==> config.mk <==
export PLATFORM = sky130hd
export DESIGN_NAME = mem_lsu
export DESIGN_NICKNAME = d
export VERILOG_FILES = /design/src/rtl/mem_lsu.sv
export SDC_FILE = /design/constraint.sdc
export NUM_CORES = 1
export LEC_CHECK = 0
export ABC_CLOCK_PERIOD_IN_PS = 3450
export CORE_UTILIZATION = 39
export CTS_CLUSTER_DIAMETER = 60
export DETAILED_ROUTE_END_ITERATION = 16
export PLACE_DENSITY = 0.86
export SLEW_MARGIN = 15
export SYNTH_ARGS = -nofsm -noshare
export SYNTH_HDL_FRONTEND = slang
export SYNTH_SLANG_ARGS = --single-unit
==> constraint.sdc <==
create_clock -name clk -period 3.45 [get_ports clk]
set_input_delay 0.8625 -clock clk [delete_from_list [all_inputs] [get_ports clk]]
set_output_delay 0.8625 -clock clk [all_outputs]
set_load 0.02 [all_outputs]
run_1/floorplan.png
Scale bar: 20 microns. Pins as bars on the die edge. Tap cells in grey.
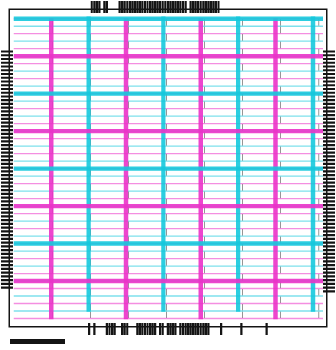
legend:
  magenta:
    net: VSS
  cyan:
    net: VDD
met1 rails: 41
met4 straps: 8
core region area: 12200 sq um
die height: 115 microns
Max VDD drop: 0.000399 V
die width: 115 microns

run_1/class_map.png
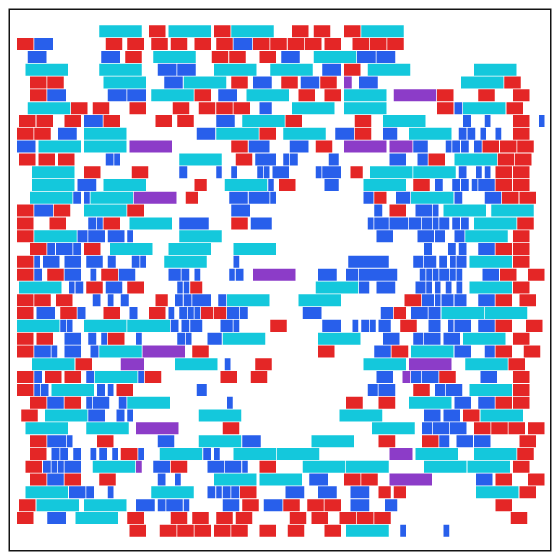
legend:
  cyan:
    class: registers
    cells: 107
  red:
    class: remaining buffers and delay cells
    cells: 219
  purple:
    class: clock drivers and dummy loads
    cells: 15
  blue:
    class: remaining logic cells
    cells: 296
site row count: 40
fraction of standard cell area that is sequential: 35.9%
share of the core filled with cells in the final layout: 61.1%
total non-filler cell area in the finished layout: 7460 sq um

run_1/clock_wires.png
Scale bar: 20 microns.
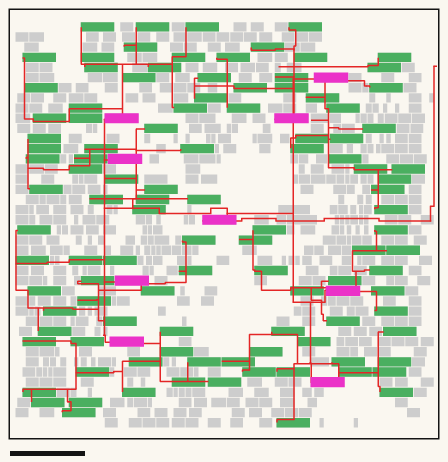
legend:
  magenta:
    item: clock-net drivers
    count: 9
  red:
    item: clock wires
    length: 1300 microns
  green:
    item: flip-flops
    count: 107
routed clock nets: 10
flops lie: spread over the die
total clock network power: 978 uW
post-route clock skew: 0.00546 ns

run_1/layers.png
Scale bar: 20 microns. Only two layers are drawn.
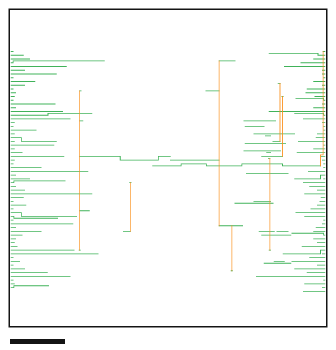
legend:
  green:
    layer: M3
    wire_length: 1240 microns
  orange:
    layer: M4
    wire_length: 270 microns
total global-route track usage: 22.3%
total via count in the routed design: 4191
Wirelength per Cell: 17.7 microns

==> report_table.html <==
<!-- implementation run metrics -->
<table>
<tr><th>Metric</th><th>Value</th></tr>
<tr><th colspan="2">Logic synthesis</th></tr>
<tr><td>Count of distinct cell types in the synthesized netlist</td><td>42</td></tr>
<tr><td>EDFF count, synth</td><td>0</td></tr>
<tr><td>Syn Area/Cell</td><td>11.4 sq um</td></tr>
<tr><td>Primary FF master, synth</td><td>sky130_fd_sc_hd__dfrtp_1</td></tr>
<tr><td>Dominant kind of combinational cell</td><td>multiplexers</td></tr>
<tr><td>Asr flop ratio synth</td><td>100%</td></tr>
<tr><td>Fraction of the yosys area taken by sequential cells</td><td>54.1%</td></tr>
<tr><td>Cell types with the largest area share after synthesis</td><td>sky130_fd_sc_hd__dfrtp_1 54%, sky130_fd_sc_hd__mux2_2 10%, sky130_fd_sc_hd__mux2i_1 6.3%, sky130_fd_sc_hd__a221o_1 4.6%, sky130_fd_sc_hd__o21ai_0 4.3%</td></tr>
<tr><td>Yosys stat chip area</td><td>4950 sq um</td></tr>
<tr><td>Compound-Gate Fraction of Synth Area</td><td>14.1%</td></tr>
<tr><td>Summed instance area of the synthesized netlist</td><td>4950 sq um</td></tr>
<tr><td>Post-synth top area share</td><td>54.1%</td></tr>
<tr><td>Cells after synthesis</td><td>435</td></tr>
<tr><td>Synth mux share</td><td>17.2%</td></tr>
<tr><th colspan="2">Setup path</th></tr>
<tr><td>Req. time, crit path</td><td>2.59 ns</td></tr>
<tr><td>Cell family contributing the most delay on the critical path</td><td>buffers and inverters</td></tr>
<tr><td>Cell count of the worst reg-to-reg path</td><td>7</td></tr>
<tr><td>Buffer-and-inverter tally for the worst setup path</td><td>2</td></tr>
<tr><td>Type of element launching the critical path</td><td>input pin</td></tr>
<tr><td>Maximum cell stage delay along the critical path</td><td>0.62 ns</td></tr>
<tr><td>Data arrival at the endpoint of the critical path</td><td>2.46 ns</td></tr>
<tr><td>Register-to-register setup slack</td><td>1.00 ns</td></tr>
<tr><td>Setup Crit Path Kind</td><td>in -&gt; out</td></tr>
<tr><th colspan="2">Cells and area</th></tr>
<tr><td>P&amp;R area growth vs syn</td><td>50.6%</td></tr>
<tr><td>Count of multi-input gates</td><td>288</td></tr>
<tr><td>Dominant kind of cell</td><td>registers</td></tr>
<tr><td>Top Layout Cells</td><td>208 x sky130_fd_sc_hd__clkdlybuf4s50_1, 107 x sky130_fd_sc_hd__dfrtp_1, 53 x sky130_fd_sc_hd__nand2_1</td></tr>
<tr><td>Non-filler cells, final</td><td>805</td></tr>
<tr><td>Share of cell area taken by multi-input logic gates</td><td>28.0%</td></tr>
<tr><td># clk buffers</td><td>13</td></tr>
<tr><td>Non-clock buffers, area share</td><td>29.0%</td></tr>
<tr><td>Share of post-route cells with drive strength above 1</td><td>12.2%</td></tr>
<tr><td>Area taken by flip-flops and latches</td><td>2680 sq um</td></tr>
<tr><td>Antenna cells</td><td>0</td></tr>
<tr><td># nets final</td><td>743</td></tr>
<tr><td>Tally of filler cells in the layout</td><td>1071</td></tr>
<tr><td>Logic area</td><td>2090 sq um</td></tr>
<tr><td>Clk tree area frac</td><td>3.76%</td></tr>
<tr><th colspan="2">CTS</th></tr>
<tr><td>Clock-pin slew on the worst setup and hold paths</td><td>0.06 ns</td></tr>
<tr><td>Number of gates given a new drive strength after cts</td><td>0</td></tr>
<tr><td>Buffer count from post-CTS setup fixing</td><td>0</td></tr>
<tr><td>Clock Tree Buf Depth</td><td>2</td></tr>
<tr><td>Clock tree root buffer cell</td><td>sky130_fd_sc_hd__clkbuf_16</td></tr>
<tr><th colspan="2">STA</th></tr>
<tr><td>Final-report hold violation count</td><td>0</td></tr>
<tr><td>Number of failing setup endpoints in the final timing report</td><td>0</td></tr>
<tr><td>Post-route minimum period</td><td>3.32 ns</td></tr>
<tr><td>Crit path setup slack, layout</td><td>0.130 ns</td></tr>
<tr><td>Setup TNS Final</td><td>0 ns</td></tr>
<tr><td>Total count of max-transition violations in the final report</td><td>0</td></tr>
<tr><td>Remaining max-slew budget at the tightest pin</td><td>37.0%</td></tr>
<tr><th colspan="2">Routing</th></tr>
<tr><td>Routed wire length on met3</td><td>1240 microns</td></tr>
<tr><td>Final routed DRC violation total</td><td>0</td></tr>
<tr><td>Number of DRC markers after the initial detailed-route iteration</td><td>294</td></tr>
<tr><td>Met1 Wirelength</td><td>5570 microns</td></tr>
<tr><td>Detailed-route wire length</td><td>14200 microns</td></tr>
<tr><td>Uppermost routed layer</td><td>met4</td></tr>
<tr><th colspan="2">GRT</th></tr>
<tr><td>Layer with the highest usage</td><td>met2</td></tr>
<tr><td>Met3 Use GR</td><td>7.15%</td></tr>
<tr><td>Global-route wire length before repair</td><td>22300 microns</td></tr>
<tr><td>Number of global-route vias before repair</td><td>4360</td></tr>
<tr><td>Number of antenna violations at the first check in global routing</td><td>0</td></tr>
<tr><td>Total overflow reported by the global router</td><td>0</td></tr>
<tr><td>Global-route track usage on met2</td><td>39.4%</td></tr>
<tr><td>Maximum number of pins on one net before global-route repair</td><td>93</td></tr>
<tr><th colspan="2">Power</th></tr>
<tr><td>Leakage power</td><td>3.20 nW</td></tr>
<tr><td>Total chip power</td><td>6.38 mW</td></tr>
<tr><td>Cell area power density</td><td>855 nW/um^2</td></tr>
<tr><td>Combinational group power</td><td>3.16 mW</td></tr>
<tr><td>Part of the total power dissipated in the clock network</td><td>15.3%</td></tr>
<tr><td>Net Switching</td><td>2.38 mW</td></tr>
<tr><td>Switching fraction of total power</td><td>37.3%</td></tr>
<tr><td>Comb pwr share</td><td>49.6%</td></tr>
<tr><th colspan="2">Die</th></tr>
<tr><td>Core Density at Floorplan</td><td>40.6%</td></tr>
<tr><td>Number of tapcells</td><td>168</td></tr>
<tr><td>Ports placed on the boundary</td><td>212</td></tr>
<tr><th colspan="2">Flow run</th></tr>
<tr><td>Max-cap viol count</td><td>0</td></tr>
<tr><th colspan="2">Placed design</th></tr>
<tr><td>Number of port buffers</td><td>208</td></tr>
<tr><td>Number of placed cells counting well taps</td><td>790</td></tr>
<tr><td>Placement-stage cell area</td><td>7180 sq um</td></tr>
<tr><td>Hpwl dp</td><td>10500 microns</td></tr>
<tr><td>Worst slack, placed</td><td>0.135 ns</td></tr>
<tr><th colspan="2">Min path</th></tr>
<tr><td>Cell depth of the worst hold path</td><td>2</td></tr>
<tr><td>Path type of the worst min-delay path</td><td>reg -&gt; reg</td></tr>
<tr><th colspan="2">Run status</th></tr>
<tr><td>Run status</td><td>complete, no violations</td></tr>
</table>
Power and IR drop assume default switching activity.
